$ cat src/rtl/restoring_divider_if.sv
`default_nettype none
// +----------------------------------------------------------------------+
// | restoring_divider_if : request/result bundle for restoring_divider    |
// | Revision 1.0                                                          |
// +----------------------------------------------------------------------+
interface restoring_divider_if #(
  parameter int WIDTH = 8
) ();
  logic             start;
  logic [WIDTH-1:0] dividend;
  logic [WIDTH-1:0] divisor;
  logic             busy;
  logic             done;
  logic [WIDTH-1:0] quotient;
  logic [WIDTH-1:0] remainder;
  logic             div_by_zero;

  modport master (
    output start, dividend, divisor,
    input  busy, done, quotient, remainder, div_by_zero
  );

  modport slave (
    input  start, dividend, divisor,
    output busy, done, quotient, remainder, div_by_zero
  );
endinterface
`default_nettype wire

$ cat src/rtl/restoring_divider.sv
`default_nettype none
// +----------------------------------------------------------------------+
// | restoring_divider : unsigned WIDTH-bit restoring divider, one bit/clk |
// | Revision 1.0                                                          |
// +----------------------------------------------------------------------+
module restoring_divider #(
  parameter int WIDTH = 8
) (
  input  logic                clk,
  input  logic                rst_n,
  restoring_divider_if.slave  bus
);

  localparam int                 c_CNT_W = (WIDTH > 2) ? $clog2(WIDTH) : 1;
  localparam logic [c_CNT_W-1:0] c_LAST  = c_CNT_W'(WIDTH - 1);

  localparam logic [1:0] c_IDLE = 2'd0;
  localparam logic [1:0] c_RUN  = 2'd1;
  localparam logic [1:0] c_DONE = 2'd2;

  logic [1:0]         r_state;
  logic [1:0]         w_next;
  logic [WIDTH-1:0]   r_dvd;
  logic [WIDTH-1:0]   r_dvs;
  logic [WIDTH:0]     r_pr;
  logic [c_CNT_W-1:0] r_cnt;
  logic [WIDTH-1:0]   r_quot;
  logic [WIDTH-1:0]   r_rem;
  logic               r_dbz;

  logic               w_busy;
  logic               w_done;
  logic               w_accept;
  logic               w_div0;
  logic               w_last;
  logic [WIDTH:0]     w_shift;
  logic [WIDTH:0]     w_b;
  logic [WIDTH:0]     w_diff;
  logic [WIDTH:0]     w_new_pr;
  logic [WIDTH+1:0]   w_carry;
  logic               w_no_borrow;
  logic               w_unused_pr_msb;

  assign w_accept        = bus.start && (r_state != c_RUN);
  assign w_div0          = (bus.divisor == '0);
  assign w_last          = (r_cnt == c_LAST);
  // The remainder is always below the divisor, so the top bit never survives a shift.
  assign w_unused_pr_msb = r_pr[WIDTH];

  assign w_shift    = {r_pr[WIDTH-1:0], r_dvd[WIDTH-1]};
  assign w_b        = {1'b0, r_dvs};
  assign w_carry[0] = 1'b1;

  generate
    for (genvar i = 0; i <= WIDTH; i++) begin : g_fa
      logic w_bn;
      assign w_bn           = ~w_b[i];
      assign w_diff[i]      = w_shift[i] ^ w_bn ^ w_carry[i];
      assign w_carry[i + 1] = (w_shift[i] & w_bn) | (w_carry[i] & (w_shift[i] ^ w_bn));
    end
  endgenerate

  // Carry-out of a + ~b + 1 is the inverted borrow: set means the trial is non-negative.
  assign w_no_borrow = w_carry[WIDTH+1];
  assign w_new_pr    = w_no_borrow ? w_diff : w_shift;

  always_ff @(posedge clk or negedge rst_n) begin
    if (!rst_n) begin
      r_state <= c_IDLE;
    end else begin
      r_state <= w_next;
    end
  end

  always_comb begin
    w_next = r_state;
    case (r_state)
      c_IDLE, c_DONE: begin
        if (bus.start) begin
          w_next = w_div0 ? c_DONE : c_RUN;
        end else begin
          w_next = c_IDLE;
        end
      end
      c_RUN: begin
        if (w_last) begin
          w_next = c_DONE;
        end
      end
      default: w_next = c_IDLE;
    endcase
  end

  always_comb begin
    w_busy = 1'b0;
    w_done = 1'b0;
    case (r_state)
      c_RUN:   w_busy = 1'b1;
      c_DONE:  w_done = 1'b1;
      default: ;
    endcase
  end

  // Dividend bits shift out of r_dvd MSB-first while quotient bits fill in at the LSB.
  always_ff @(posedge clk or negedge rst_n) begin
    if (!rst_n) begin
      r_dvd  <= '0;
      r_dvs  <= '0;
      r_pr   <= '0;
      r_cnt  <= '0;
      r_quot <= '0;
      r_rem  <= '0;
      r_dbz  <= 1'b0;
    end else if (w_accept) begin
      r_dvd <= bus.dividend;
      r_dvs <= bus.divisor;
      r_pr  <= '0;
      r_cnt <= '0;
      if (w_div0) begin
        r_quot <= '1;
        r_rem  <= bus.dividend;
        r_dbz  <= 1'b1;
      end else begin
        r_dbz  <= 1'b0;
      end
    end else if (r_state == c_RUN) begin
      r_pr  <= w_new_pr;
      r_dvd <= {r_dvd[WIDTH-2:0], w_no_borrow};
      r_cnt <= r_cnt + 1'b1;
      if (w_last) begin
        r_quot <= {r_dvd[WIDTH-2:0], w_no_borrow};
        r_rem  <= w_new_pr[WIDTH-1:0];
      end
    end
  end

  assign bus.busy        = w_busy;
  assign bus.done        = w_done;
  assign bus.quotient    = r_quot;
  assign bus.remainder   = r_rem;
  assign bus.div_by_zero = r_dbz;

endmodule
`default_nettype wire
$ cat src/flat_wrapper.sv
// flat-port wrapper written by rule: the top's interface ports become plain ports
module restoring_divider_flat 
#(
  parameter int WIDTH = 8
)
  (clk, rst_n, bus_start, bus_dividend, bus_divisor, bus_busy, bus_done, bus_quotient, bus_remainder, bus_div_by_zero);
  restoring_divider_if #(.WIDTH(WIDTH)) bus_i ();
  input  logic clk;
  input  logic rst_n;
  input wire logic [$bits(bus_i.start)-1:0] bus_start;
  input wire logic [$bits(bus_i.dividend)-1:0] bus_dividend;
  input wire logic [$bits(bus_i.divisor)-1:0] bus_divisor;
  output wire logic [$bits(bus_i.busy)-1:0] bus_busy;
  output wire logic [$bits(bus_i.done)-1:0] bus_done;
  output wire logic [$bits(bus_i.quotient)-1:0] bus_quotient;
  output wire logic [$bits(bus_i.remainder)-1:0] bus_remainder;
  output wire logic [$bits(bus_i.div_by_zero)-1:0] bus_div_by_zero;
  assign bus_i.start = bus_start;
  assign bus_i.dividend = bus_dividend;
  assign bus_i.divisor = bus_divisor;
  assign bus_busy = bus_i.busy;
  assign bus_done = bus_i.done;
  assign bus_quotient = bus_i.quotient;
  assign bus_remainder = bus_i.remainder;
  assign bus_div_by_zero = bus_i.div_by_zero;
  restoring_divider #(.WIDTH(WIDTH)) u_core (.clk(clk), .rst_n(rst_n), .bus(bus_i));
endmodule
$ cat config.mk
export PLATFORM = sky130hd
export DESIGN_NAME = restoring_divider_flat
export DESIGN_NICKNAME = d
export VERILOG_FILES = /design/src/rtl/restoring_divider_if.sv /design/src/rtl/restoring_divider.sv /design/src/flat_wrapper.sv
export SDC_FILE = /design/constraint.sdc
export NUM_CORES = 1
export LEC_CHECK = 0
export CORE_MARGIN = 2
export CORE_UTILIZATION = 40
export DETAILED_ROUTE_END_ITERATION = 8
export GPL_ROUTABILITY_DRIVEN = 0
export PLACE_DENSITY_LB_ADDON = 0.05
export SKIP_LAST_GASP = 1
export SYNTH_ARGS = -nofsm -noshare
export SYNTH_HDL_FRONTEND = slang
export SYNTH_SLANG_ARGS = --single-unit
$ cat constraint.sdc
create_clock -name clk -period 9.39 [get_ports clk]
set_input_delay 1.878 -clock clk [delete_from_list [all_inputs] [get_ports clk]]
set_output_delay 1.878 -clock clk [all_outputs]
set_load 0.1 [all_outputs]
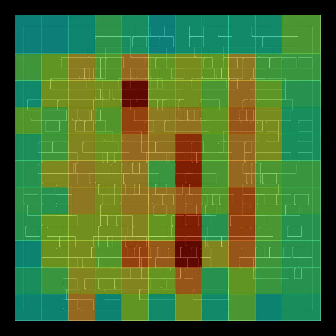
*Track usage over the die*
GRT Util Overall: 17.50%
M1 GR Usage: 25.34%
Global Route met2 Usage: 27.20%

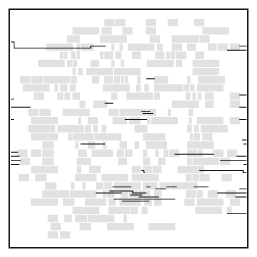
*The metal 3 layer*
Drawn at 3 px/um. Cells faint in the background.
main direction = horizontal
wire length on this layer = 236 um
share of all routed wire = 4.6%
via total after detailed routing: 1652
Total Wirelength: 5.090 mm

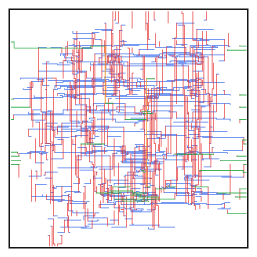
*Wiring by layer*
Drawn at 3 px/um.
met1 -> blue  # wire length 2340 um
met3 -> green  # wire length 236 um
met4 -> orange  # wire length 55.1 um
met2 -> red  # wire length 2460 um

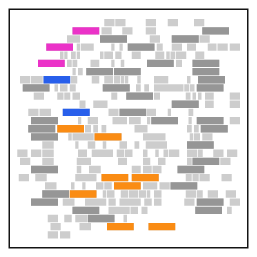
*Sequential cells grouped by signal name*
Drawn at 3 px/um. Other sequential cells in the stronger gray, the rest of the logic in the fainter gray.
u_core.r_pr -> orange  # placed flops 8
u_core.r_state -> blue  # placed flops 2
u_core.r_cnt -> magenta  # placed flops 3
not colored = 33
Layout Utilization: 50.21%
register area: 1151 um^2
flop share of the area: 41.89%

## per-stage QoR
| stage | instances | util (%) | hold slack [ns] | setup slack (ns) |
|---|---|---|---|---|
| 2_1_floorplan | 193 | - | 0.4686 | 5.425 |
| 3_3_place_gp | 291 | 48.56 | 0.4690 | 4.544 |
| 3_5_place_dp | 291 | 48.56 | 0.4801 | 4.477 |
| 4_1_cts | 299 | 50.21 | 0.5027 | 4.139 |
| 5_1_grt | 299 | 50.21 | 0.5139 | 3.910 |
| 6_report | 299 | 50.21 | 0.4962 | 4.111 |
## how the worst min path moves through the flow
stage	start	to	slack (ns)	cells past startpoint
2_1_floorplan	u_core.r_cnt[0]	u_core.r_cnt[0]	0.47	1
6_report	u_core.bus.quotient[2]	u_core.bus.quotient[2]	0.50	1
3_5_place_dp	u_core.bus.quotient[2]	u_core.bus.quotient[2]	0.48	1
5_1_grt	u_core.bus.quotient[2]	u_core.bus.quotient[2]	0.51	1
3_3_place_gp	u_core.bus.quotient[3]	u_core.bus.quotient[3]	0.47	1
4_1_cts	u_core.bus.quotient[2]	u_core.bus.quotient[2]	0.50	1
## area by class of cell
| class | count | area share [%] |
|---|---|---|
| clock inverter | 3 | 0.7741 |
| multi-input combinational | 122 | 36.34 |
| inverter | 14 | 1.913 |
| clock buffer | 5 | 2.505 |
| sequential | 46 | 41.89 |
| tap | 72 | 3.279 |
| timing repair buffer | 37 | 13.30 |
## worst max-delay path: stages (launching register included)
cell	delay, ns
dfrtp_1	0.36
nand2b_1	0.65
clkinv_1	0.89
clkdlybuf4s50_1	1.19
## kinds of logic after synthesis
group	share of synthesized area, %
compound gates	18.62
mux	6.393
simple gates	11.45
buf+inv	4.502
fa+ha+maj	7.893
flops	51.14
## Yosys cell counts (all sizes together), types with 2 or more instances
cell type,count
inv,12
clkbuf,9
ha,3
and2,6
nor4,2
o31ai,4
nand2,15
nor3b,5
nand3,5
a211oi,7
buf,2
dfrtp,46
a31oi,2
or4,3
o21ai,9
fa,7
o22a,8
clkinv,2
a211o,3
a221o,6
nor2,3
a31o,2
a21oi,5
mux2i,2
nand2b,4
mux2,11
## sequential cells by signal, indices dropped and copies added, names as in the netlist
signal	count
u_core.bus.quotient	8
u_core.r_dvs	8
u_core.r_state	2
u_core.r_dvd	8
u_core.bus.remainder	8
u_core.bus.div_by_zero	1
u_core.r_cnt	3
u_core.r_pr	8
## metal layers
metal | wire length [um] | share of wire [%] | track usage (%) | vias to the layer above
li1 | - | - | - | 773
met1 | 2335 | 46 | 25.34 | 815
met2 | 2463 | 48 | 27.20 | 59
met3 | 236 | 4.6 | 3.182 | 5
met4 | 55 | 1.1 | 4.655 | 0
met5 | 0 | 0 | 0 | -
==> run_results.csv <==
group,metric,value,unit
synthesis,ys_seq_share,51.14,%
cells_and_area,finalNetCount,255,
synthesis,top_area_share,51.14,%
global_route,grt_pass1_vias,1653,
global_route,grt_max_degree,47,
synthesis,yosysWarnings,0,
setup_path,cp.required,7.51,ns
final_timing,final.setup.tns,0,ns
cts,cts-root-buf,"clkbuf_8",
floorplanning,die_y,79.02,um
detailed_routing,final_antenna_net_count,0,
status,status,"completed",
final_timing,fin_crit_sh,56.22,%
detailed_routing,drt_iter0_drc,100,
final_timing,slew_viol_final,0,
synthesis,edf_count,0,
cts,cts_resized,0,
cts,clk_pin_slew_worst_paths,0.10,ns
setup_path,worst_setup_path_end_kind,"output port",
final_timing,worstMarginPinSlew,1.021,ns
cells_and_area,logic_area,998.5,um^2
floorplanning,dieArea,6243,um^2
setup_path,crit_fanout,26,
final_timing,hold_viol_final,0,
setup_path,crit_end,"bus_busy",
flow_run,warning_count,26,
global_route,grt_pass1_wl,8.418,mm
final_timing,clock_skew,0.01008,ns
detailed_routing,firstDrtPassIters,4,
synthesis,syn_nets,222,
detailed_routing,vias_per_cell,5.525,
setup_path,reg2reg_slack,4.94,ns
cts,htree_levels,2,
synthesis,top_area_cell,"dfrtp_1",
cts,clockBufferDepth,2,
final_timing,max_freq,189.4,MHz
setup_path,cp-start-kind,"register",
setup_path,r2r-start,"u_core.r_dvs[0]",
synthesis,syn-cell-area,2251,um^2
cts,post_cts_buffers,0,
final_timing,fin_crit,5.279,ns
synthesis,synthCells,193,
cts,cts_tree,"built",
floorplanning,core_region_area,5473,um^2
cells_and_area,diodes,0,
synthesis,syn_area_per_cell,11.66,um^2
synthesis,ys_cells,193,
cts,cts.sinks,46,
floorplanning,core.rowCount,27,
placement,dp_hpwl,3.600,mm
cells_and_area,lay_top_count,"dfrtp_1",
synthesis,ys.flops,46,
cts,hold_buffers,0,
cells_and_area,drive_gt1_share,11.45,%
cells_and_area,final_area,2748,um^2
detailed_routing,wl_per_cell,17.02,um
setup_path,reg2regPathDepth,13,
setup_path,cp-startpoint,"u_core.r_state[1]",
floorplanning,fp_util,41.13,%
final_timing,setup_viol,0,
detailed_routing,drc_errors,0,
synthesis,yosysChipArea,2251,um^2
cells_and_area,lay_top_cells,"dfrtp_1, clkdlybuf4s50_1, nand2_1",
floorplanning,io_pins,38,
placement,place_area,2658,um^2
cts,numCtsBuffers,5,
flow_run,max_cap_violations,0,
synthesis,ys_top_cells_by_area,"dfrtp_1, fa_1, mux2_2",
final_timing,slew_headroom,31.93,%
synthesis,ys.flop_type,"dfrtp_1",
setup_path,arrival,3.40,ns
cells_and_area,area_growth,22.07,%
synthesis,async_flop_share,100.0,%
setup_path,r2r-end,"u_core.bus.remainder[5]",
